`config.mk`:
```
export PLATFORM = sky130hd
export DESIGN_NAME = instr_sequencer
export DESIGN_NICKNAME = d
export VERILOG_FILES = /design/src/rtl/cpu_defs.sv /design/src/rtl/op_to_alu.sv /design/src/rtl/instr_sequencer.sv
export SDC_FILE = /design/constraint.sdc
export NUM_CORES = 1
export LEC_CHECK = 0
export CAP_MARGIN = 20
export CELL_PAD_IN_SITES_DETAIL_PLACEMENT = 2
export CELL_PAD_IN_SITES_GLOBAL_PLACEMENT = 2
export CORE_MARGIN = 2
export CORE_UTILIZATION = 21
export DETAILED_ROUTE_END_ITERATION = 6
export PLACE_DENSITY_LB_ADDON = 0.2
export SETUP_SLACK_MARGIN = 0.02
export SLEW_MARGIN = 40
export SYNTH_ARGS = -nofsm -noshare
export SYNTH_HDL_FRONTEND = slang
export SYNTH_SLANG_ARGS = --single-unit
```
`constraint.sdc`:
```
create_clock -name clk -period 5.9 [get_ports clk]
set_input_delay 0.59 -clock clk [delete_from_list [all_inputs] [get_ports clk]]
set_output_delay 0.59 -clock clk [all_outputs]
set_load 0.01 [all_outputs]
```
`src/rtl/cpu_defs.sv`:
```
// Shared definitions for the hardwired CPU control path: opcodes, ALU codes,
// sequencer state encoding, the strobe bundle and the per-opcode last T-step.
package cpu_defs;

    localparam int OPW   = 5;
    localparam int STEPW = 3;

    localparam logic [OPW-1:0] OP_LD   = 5'd0;
    localparam logic [OPW-1:0] OP_LDI  = 5'd1;
    localparam logic [OPW-1:0] OP_ST   = 5'd2;
    localparam logic [OPW-1:0] OP_ADD  = 5'd3;
    localparam logic [OPW-1:0] OP_SUB  = 5'd4;
    localparam logic [OPW-1:0] OP_AND  = 5'd5;
    localparam logic [OPW-1:0] OP_OR   = 5'd6;
    localparam logic [OPW-1:0] OP_ROR  = 5'd7;
    localparam logic [OPW-1:0] OP_ROL  = 5'd8;
    localparam logic [OPW-1:0] OP_SHR  = 5'd9;
    localparam logic [OPW-1:0] OP_SHRA = 5'd10;
    localparam logic [OPW-1:0] OP_SHL  = 5'd11;
    localparam logic [OPW-1:0] OP_ADDI = 5'd12;
    localparam logic [OPW-1:0] OP_ANDI = 5'd13;
    localparam logic [OPW-1:0] OP_ORI  = 5'd14;
    localparam logic [OPW-1:0] OP_DIV  = 5'd15;
    localparam logic [OPW-1:0] OP_MUL  = 5'd16;
    localparam logic [OPW-1:0] OP_NEG  = 5'd17;
    localparam logic [OPW-1:0] OP_NOT  = 5'd18;
    localparam logic [OPW-1:0] OP_BR   = 5'd19;
    localparam logic [OPW-1:0] OP_JR   = 5'd20;
    localparam logic [OPW-1:0] OP_JAL  = 5'd21;
    localparam logic [OPW-1:0] OP_IN   = 5'd22;
    localparam logic [OPW-1:0] OP_OUT  = 5'd23;
    localparam logic [OPW-1:0] OP_MFHI = 5'd24;
    localparam logic [OPW-1:0] OP_MFLO = 5'd25;
    localparam logic [OPW-1:0] OP_NOP  = 5'd26;
    localparam logic [OPW-1:0] OP_HALT = 5'd27;

    localparam logic [3:0] ALU_ADD  = 4'd0;
    localparam logic [3:0] ALU_SUB  = 4'd1;
    localparam logic [3:0] ALU_AND  = 4'd2;
    localparam logic [3:0] ALU_OR   = 4'd3;
    localparam logic [3:0] ALU_ROR  = 4'd4;
    localparam logic [3:0] ALU_ROL  = 4'd5;
    localparam logic [3:0] ALU_SHR  = 4'd6;
    localparam logic [3:0] ALU_SHRA = 4'd7;
    localparam logic [3:0] ALU_SHL  = 4'd8;
    localparam logic [3:0] ALU_MUL  = 4'd9;
    localparam logic [3:0] ALU_DIV  = 4'd10;
    localparam logic [3:0] ALU_NEG  = 4'd11;
    localparam logic [3:0] ALU_NOT  = 4'd12;

    typedef enum logic [1:0] {
        S_FETCH   = 2'd0,
        S_EXEC    = 2'd1,
        S_STOPPED = 2'd2,
        S_HALTED  = 2'd3
    } state_t;

    typedef struct packed {
        logic rin, rout, gra, grb, grc, baout, cout;
        logic pcin, pcout, incpc, irin, marin, mdrin, mdrout, mdrread, memwrite;
        logic yin, zin, zlowout, zhighout, hiin, hiout, loin, loout;
        logic conin, conout, inportout, outportin, r15ctrl;
    } strobes_t;

    // Final T-step of each instruction; undefined opcodes behave as nop.
    function automatic logic [STEPW-1:0] last_step(input logic [OPW-1:0] op);
        case (op)
            OP_LD, OP_ST:                                  last_step = 3'd7;
            OP_MUL, OP_DIV, OP_BR:                         last_step = 3'd6;
            OP_LDI, OP_ADD, OP_SUB, OP_AND, OP_OR, OP_ROR,
            OP_ROL, OP_SHR, OP_SHRA, OP_SHL, OP_ADDI,
            OP_ANDI, OP_ORI:                               last_step = 3'd5;
            OP_NEG, OP_NOT, OP_JAL:                        last_step = 3'd4;
            default:                                       last_step = 3'd3;
        endcase
    endfunction

endpackage

```
`src/rtl/op_to_alu.sv`:
```
// Combinational map from opcode to the ALU operation code.
module op_to_alu
    import cpu_defs::*;
(
    input  logic [OPW-1:0] op,
    output logic [3:0]     alu
);

    // Immediate forms share the ALU code of their register forms.
    always_comb begin
        alu = ALU_ADD;
        case (op)
            OP_SUB:          alu = ALU_SUB;
            OP_AND, OP_ANDI: alu = ALU_AND;
            OP_OR, OP_ORI:   alu = ALU_OR;
            OP_ROR:          alu = ALU_ROR;
            OP_ROL:          alu = ALU_ROL;
            OP_SHR:          alu = ALU_SHR;
            OP_SHRA:         alu = ALU_SHRA;
            OP_SHL:          alu = ALU_SHL;
            OP_MUL:          alu = ALU_MUL;
            OP_DIV:          alu = ALU_DIV;
            OP_NEG:          alu = ALU_NEG;
            OP_NOT:          alu = ALU_NOT;
            default:         alu = ALU_ADD;
        endcase
    end

endmodule

```
`src/rtl/instr_sequencer.sv`:
```
// Hardwired control sequencer: steps fetch/execute T-states and decodes the
// datapath strobes (Moore) from state, step and the IR opcode.
// Board handshake: stp is a level request looked at only on the edge that
// would start a new fetch; Run=0 acknowledges that the sequencer is parked
// (stopped or halted) and no strobes are issued while it is low.
module instr_sequencer
    import cpu_defs::*;
(
    input  logic        clk,
    input  logic        reset,
    input  logic [31:0] IRdata,
    input  logic        stp,
    output logic        Rin,
    output logic        Rout,
    output logic        Gra,
    output logic        Grb,
    output logic        Grc,
    output logic        BAout,
    output logic        Cout,
    output logic        PCin,
    output logic        PCout,
    output logic        IncPC,
    output logic        IRin,
    output logic        MARin,
    output logic        MDRin,
    output logic        MDRout,
    output logic        MDRread,
    output logic        memWrite,
    output logic        Yin,
    output logic        Zin,
    output logic        ZLowout,
    output logic        ZHighout,
    output logic        HIin,
    output logic        HIout,
    output logic        LOin,
    output logic        LOout,
    output logic        conIn,
    output logic        conOut,
    output logic        InPortout,
    output logic        outPortin,
    output logic        R15ctrl,
    output logic [3:0]  ALUselect,
    output logic        clr,
    output logic        Run,
    output logic        illegal,
    output logic [1:0]  dbg_state
);

    state_t           state, next_state;
    logic [STEPW-1:0] step, next_step;
    logic [OPW-1:0]   op;
    logic [3:0]       op_alu;
    logic             is_imm;
    strobes_t         strb;
    logic [3:0]       alu_sel;
    logic             ill;
    logic             unused_irdata;

    assign op            = IRdata[31:27];
    assign unused_irdata = ^IRdata[26:0];
    assign is_imm        = (op == OP_ADDI) || (op == OP_ANDI) || (op == OP_ORI);

    op_to_alu u_op_to_alu (
        .op  (op),
        .alu (op_alu)
    );

    // State and step registers; reset aborts any instruction in flight.
    always_ff @(posedge clk or negedge reset) begin
        if (!reset) begin
            state <= S_FETCH;
            step  <= '0;
        end else begin
            state <= next_state;
            step  <= next_step;
        end
    end

    // Next state: fetch T0..T2, execute to the opcode's last step, then park or refetch.
    always_comb begin
        next_state = state;
        next_step  = step;
        case (state)
            S_FETCH: begin
                if (step == 3'd2) begin
                    next_state = S_EXEC;
                    next_step  = 3'd3;
                end else begin
                    next_step = step + 3'd1;
                end
            end
            S_EXEC: begin
                if (step == last_step(op)) begin
                    next_step = '0;
                    if (op == OP_HALT)
                        next_state = S_HALTED;
                    else if (stp)
                        next_state = S_STOPPED;
                    else
                        next_state = S_FETCH;
                end else begin
                    next_step = step + 3'd1;
                end
            end
            S_STOPPED: begin
                if (!stp)
                    next_state = S_FETCH;
            end
            S_HALTED: begin
                next_state = S_HALTED;
            end
        endcase
    end

    // Strobe decode; everything is forced quiet while reset is held low.
    always_comb begin
        strb    = '0;
        alu_sel = ALU_ADD;
        ill     = 1'b0;
        if (state == S_FETCH) begin
            case (step)
                3'd0:    begin strb.pcout = 1'b1; strb.marin = 1'b1; strb.incpc = 1'b1; end
                3'd1:    begin strb.mdrread = 1'b1; strb.mdrin = 1'b1; end
                3'd2:    begin strb.mdrout = 1'b1; strb.irin = 1'b1; end
                default: ;
            endcase
        end else if (state == S_EXEC) begin
            case (op)
                OP_ADD, OP_SUB, OP_AND, OP_OR, OP_ROR, OP_ROL, OP_SHR, OP_SHRA,
                OP_SHL, OP_ADDI, OP_ANDI, OP_ORI: begin
                    case (step)
                        3'd3: begin strb.grb = 1'b1; strb.rout = 1'b1; strb.yin = 1'b1; end
                        3'd4: begin
                            strb.zin = 1'b1;
                            alu_sel  = op_alu;
                            if (is_imm) begin
                                strb.cout = 1'b1;
                            end else begin
                                strb.grc  = 1'b1;
                                strb.rout = 1'b1;
                            end
                        end
                        3'd5:    begin strb.zlowout = 1'b1; strb.gra = 1'b1; strb.rin = 1'b1; end
                        default: ;
                    endcase
                end
                OP_NEG, OP_NOT: begin
                    case (step)
                        3'd3:    begin strb.grb = 1'b1; strb.rout = 1'b1; strb.zin = 1'b1; alu_sel = op_alu; end
                        3'd4:    begin strb.zlowout = 1'b1; strb.gra = 1'b1; strb.rin = 1'b1; end
                        default: ;
                    endcase
                end
                OP_MUL, OP_DIV: begin
                    case (step)
                        3'd3:    begin strb.gra = 1'b1; strb.rout = 1'b1; strb.yin = 1'b1; end
                        3'd4:    begin strb.grb = 1'b1; strb.rout = 1'b1; strb.zin = 1'b1; alu_sel = op_alu; end
                        3'd5:    begin strb.zlowout = 1'b1; strb.loin = 1'b1; end
                        3'd6:    begin strb.zhighout = 1'b1; strb.hiin = 1'b1; end
                        default: ;
                    endcase
                end
                OP_LD, OP_LDI, OP_ST: begin
                    case (step)
                        3'd3: begin strb.grb = 1'b1; strb.rout = 1'b1; strb.baout = 1'b1; strb.yin = 1'b1; end
                        3'd4: begin strb.cout = 1'b1; strb.zin = 1'b1; end
                        3'd5: begin
                            strb.zlowout = 1'b1;
                            if (op == OP_LDI) begin
                                strb.gra = 1'b1;
                                strb.rin = 1'b1;
                            end else begin
                                strb.marin = 1'b1;
                            end
                        end
                        3'd6: begin
                            strb.mdrin = 1'b1;
                            if (op == OP_ST) begin
                                strb.gra  = 1'b1;
                                strb.rout = 1'b1;
                            end else begin
                                strb.mdrread = 1'b1;
                            end
                        end
                        3'd7: begin
                            if (op == OP_ST) begin
                                strb.memwrite = 1'b1;
                            end else begin
                                strb.mdrout = 1'b1;
                                strb.gra    = 1'b1;
                                strb.rin    = 1'b1;
                            end
                        end
                        default: ;
                    endcase
                end
                OP_BR: begin
                    case (step)
                        3'd3:    begin strb.gra = 1'b1; strb.rout = 1'b1; strb.conin = 1'b1; end
                        3'd4:    begin strb.pcout = 1'b1; strb.yin = 1'b1; end
                        3'd5:    begin strb.cout = 1'b1; strb.zin = 1'b1; end
                        3'd6:    begin strb.zlowout = 1'b1; strb.conout = 1'b1; end
                        default: ;
                    endcase
                end
                OP_JR: begin
                    if (step == 3'd3) begin strb.gra = 1'b1; strb.rout = 1'b1; strb.pcin = 1'b1; end
                end
                OP_JAL: begin
                    case (step)
                        3'd3:    begin strb.pcout = 1'b1; strb.r15ctrl = 1'b1; end
                        3'd4:    begin strb.gra = 1'b1; strb.rout = 1'b1; strb.pcin = 1'b1; end
                        default: ;
                    endcase
                end
                OP_IN:   if (step == 3'd3) begin strb.inportout = 1'b1; strb.gra = 1'b1; strb.rin = 1'b1; end
                OP_OUT:  if (step == 3'd3) begin strb.gra = 1'b1; strb.rout = 1'b1; strb.outportin = 1'b1; end
                OP_MFHI: if (step == 3'd3) begin strb.hiout = 1'b1; strb.gra = 1'b1; strb.rin = 1'b1; end
                OP_MFLO: if (step == 3'd3) begin strb.loout = 1'b1; strb.gra = 1'b1; strb.rin = 1'b1; end
                OP_NOP, OP_HALT: ;
                default: ill = (step == 3'd3);
            endcase
        end
        if (!reset) begin
            strb    = '0;
            alu_sel = ALU_ADD;
            ill     = 1'b0;
        end
    end

    assign Run       = !((state == S_STOPPED) || (state == S_HALTED) ||
                         ((state == S_EXEC) && (op == OP_HALT)));
    assign clr       = ~reset;
    assign illegal   = ill;
    assign ALUselect = alu_sel;
    assign dbg_state = state;

    assign Rin       = strb.rin;
    assign Rout      = strb.rout;
    assign Gra       = strb.gra;
    assign Grb       = strb.grb;
    assign Grc       = strb.grc;
    assign BAout     = strb.baout;
    assign Cout      = strb.cout;
    assign PCin      = strb.pcin;
    assign PCout     = strb.pcout;
    assign IncPC     = strb.incpc;
    assign IRin      = strb.irin;
    assign MARin     = strb.marin;
    assign MDRin     = strb.mdrin;
    assign MDRout    = strb.mdrout;
    assign MDRread   = strb.mdrread;
    assign memWrite  = strb.memwrite;
    assign Yin       = strb.yin;
    assign Zin       = strb.zin;
    assign ZLowout   = strb.zlowout;
    assign ZHighout  = strb.zhighout;
    assign HIin      = strb.hiin;
    assign HIout     = strb.hiout;
    assign LOin      = strb.loin;
    assign LOout     = strb.loout;
    assign conIn     = strb.conin;
    assign conOut    = strb.conout;
    assign InPortout = strb.inportout;
    assign outPortin = strb.outportin;
    assign R15ctrl   = strb.r15ctrl;

endmodule
```
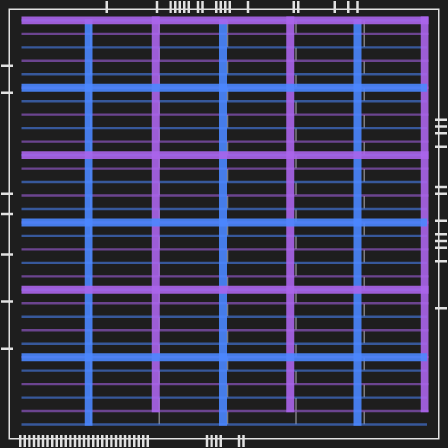
(supply network)
Pins as bars on the die edge. Tap cells in gray.
[VSS] blue
[VDD] purple
signal pins: 73
tap cells: 80
rows: 30
met5 straps: 6
met4 straps: 6
VDD IR max: 0.148 mV
die width: 86.4 um
core area: 0.00668 mm^2
Die Y: 86.4 um

==> flow_summary.yaml <==
# synthesis and place-and-route metrics
cts:
  clk_path_buf_depth: 2
  cts-resized-gates: 0
  cts_setup_buffers: 0
  root_buffer: "clkbuf_8"
  htree_levels: 1
  cts_made_buffers: 3
  holdBufCountCts: 0
  cts.sinks: 5
timing:
  setup_viol: 0
  grt_setup_unrepaired: "false"
worst_setup_path:
  startpoint_type: "input pin"
  path_class: "in2out"
  crit_path_end_kind: "output pin"
  cp.depth: 8
  crit_family: "buffers and inverters"
  path_cells: "clkdlybuf4s50_1, nand2_1, nand2_1, a211oi_2, o21ai_0, a21oi_1, and2_1, clkdlybuf4s50_1"
placement:
  dpl.hpwl_mm: 4.79
  dp.cells: 333
  gp_congestion: 0.819
  io_buffers: 45
outcome:
  status: "completed"
synthesis:
  edf_count: 0
  async_reset_ff_frac: 1.00
  yosys_warnings: 0
  synth-area-yosys_mm2: 0.00143
  synth_top_area_share: 0.114
  yosys.cell_types.count: 47
power_and_ir_drop:
  power_density_mw_per_mm2: 255
final_layout:
  areaGrowthSynthToFinish_pct: 36.3
  final_cell_mix: "45 x clkdlybuf4s50_1, 30 x nor2_1, 26 x nand2_1"
grt:
  grt_pass1_vias: 1818
  overflow: 0
  grt_usage: 0.167
floorplan:
  ios: 73
detailed_routing:
  routed_via_density: 5.36
  postRouteWirelength_mm: 6.22
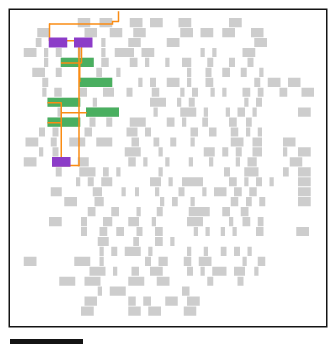
(clock distribution)
Bar = 20 um.
[clock wires] orange | length: 123 um
[cells driving clock nets] purple | count: 3
[flip-flops] green | count: 5
routed clock nets: 4
Layout Skew: 0.00305 ns
Clk pwr share: 0.131
Clock net power: 0.0651 mW
Latency at later pin: 0.23 ns

==> power by group <==
group          internal [mW]  total [mW]  leakage [nW]  switching, mW
registers             0.0515       0.101        0.0589         0.0496
logic                  0.128       0.330         0.598          0.202
clock network         0.0465      0.0651        0.0228         0.0186
total                  0.226       0.496         0.679          0.270
==> flip-flops by register name, indices dropped and copies added (netlist names) <==
register	flops
dbg_state	2
step	3
==> cells by family after synthesis <==
kind of cell             synth area share
AND/OR/NAND/NOR                     0.358
buffers and inverters              0.0912
flip-flops                         0.0877
adder cells (fa/ha/maj)             0.121
AND-OR/OR-AND                       0.324
XOR/XNOR                           0.0184
==> final cells by class <==
class | instances | area [um^2]
Multi-Input combinational cell | 190 | 1170
Clock buffer | 4 | 45.0
Tap cell | 80 | 100
Fill cell | 842 | 4740
Sequential cell | 5 | 125
Timing Repair Buffer | 46 | 458
Inverter | 12 | 45.0
==> Yosys cell counts (all sizes together) (2+ instances only) <==
library cell  count
a2bb2oi           2
o21ai            15
nor4              3
a31oi             8
nor3             14
a22oi             2
a21o              2
nand3             9
nand2b            3
clkinv            3
and3              2
inv               9
and2              7
nand2            26
xnor2             3
clkbuf            9
o22ai             8
nand4             2
or3               3
buf               8
nor2             30
nor2b             3
dfrtp             5
a211oi            4
a21oi            18
ha               13
==> path summary, 6_finish.rpt <==
path,from,end
max,IRdata[30],ALUselect[2]
min,reset,dbg_state[1]
max reg2reg,step[2],step[1]
min reg2reg,step[1],step[1]
max in group asynchronous,reset,step[2]
min in group clk,step[1],step[1]
==> per-layer routing <==
metal	GRT usage	vias up	share of wire
met5	0	-	0
met3	0.0143	6	0.026
met2	0.271	36	0.46
met1	0.242	894	0.50
met4	0.0341	0	0.015
li1	-	872	-
Power is estimated from default activity; no workload was simulated.
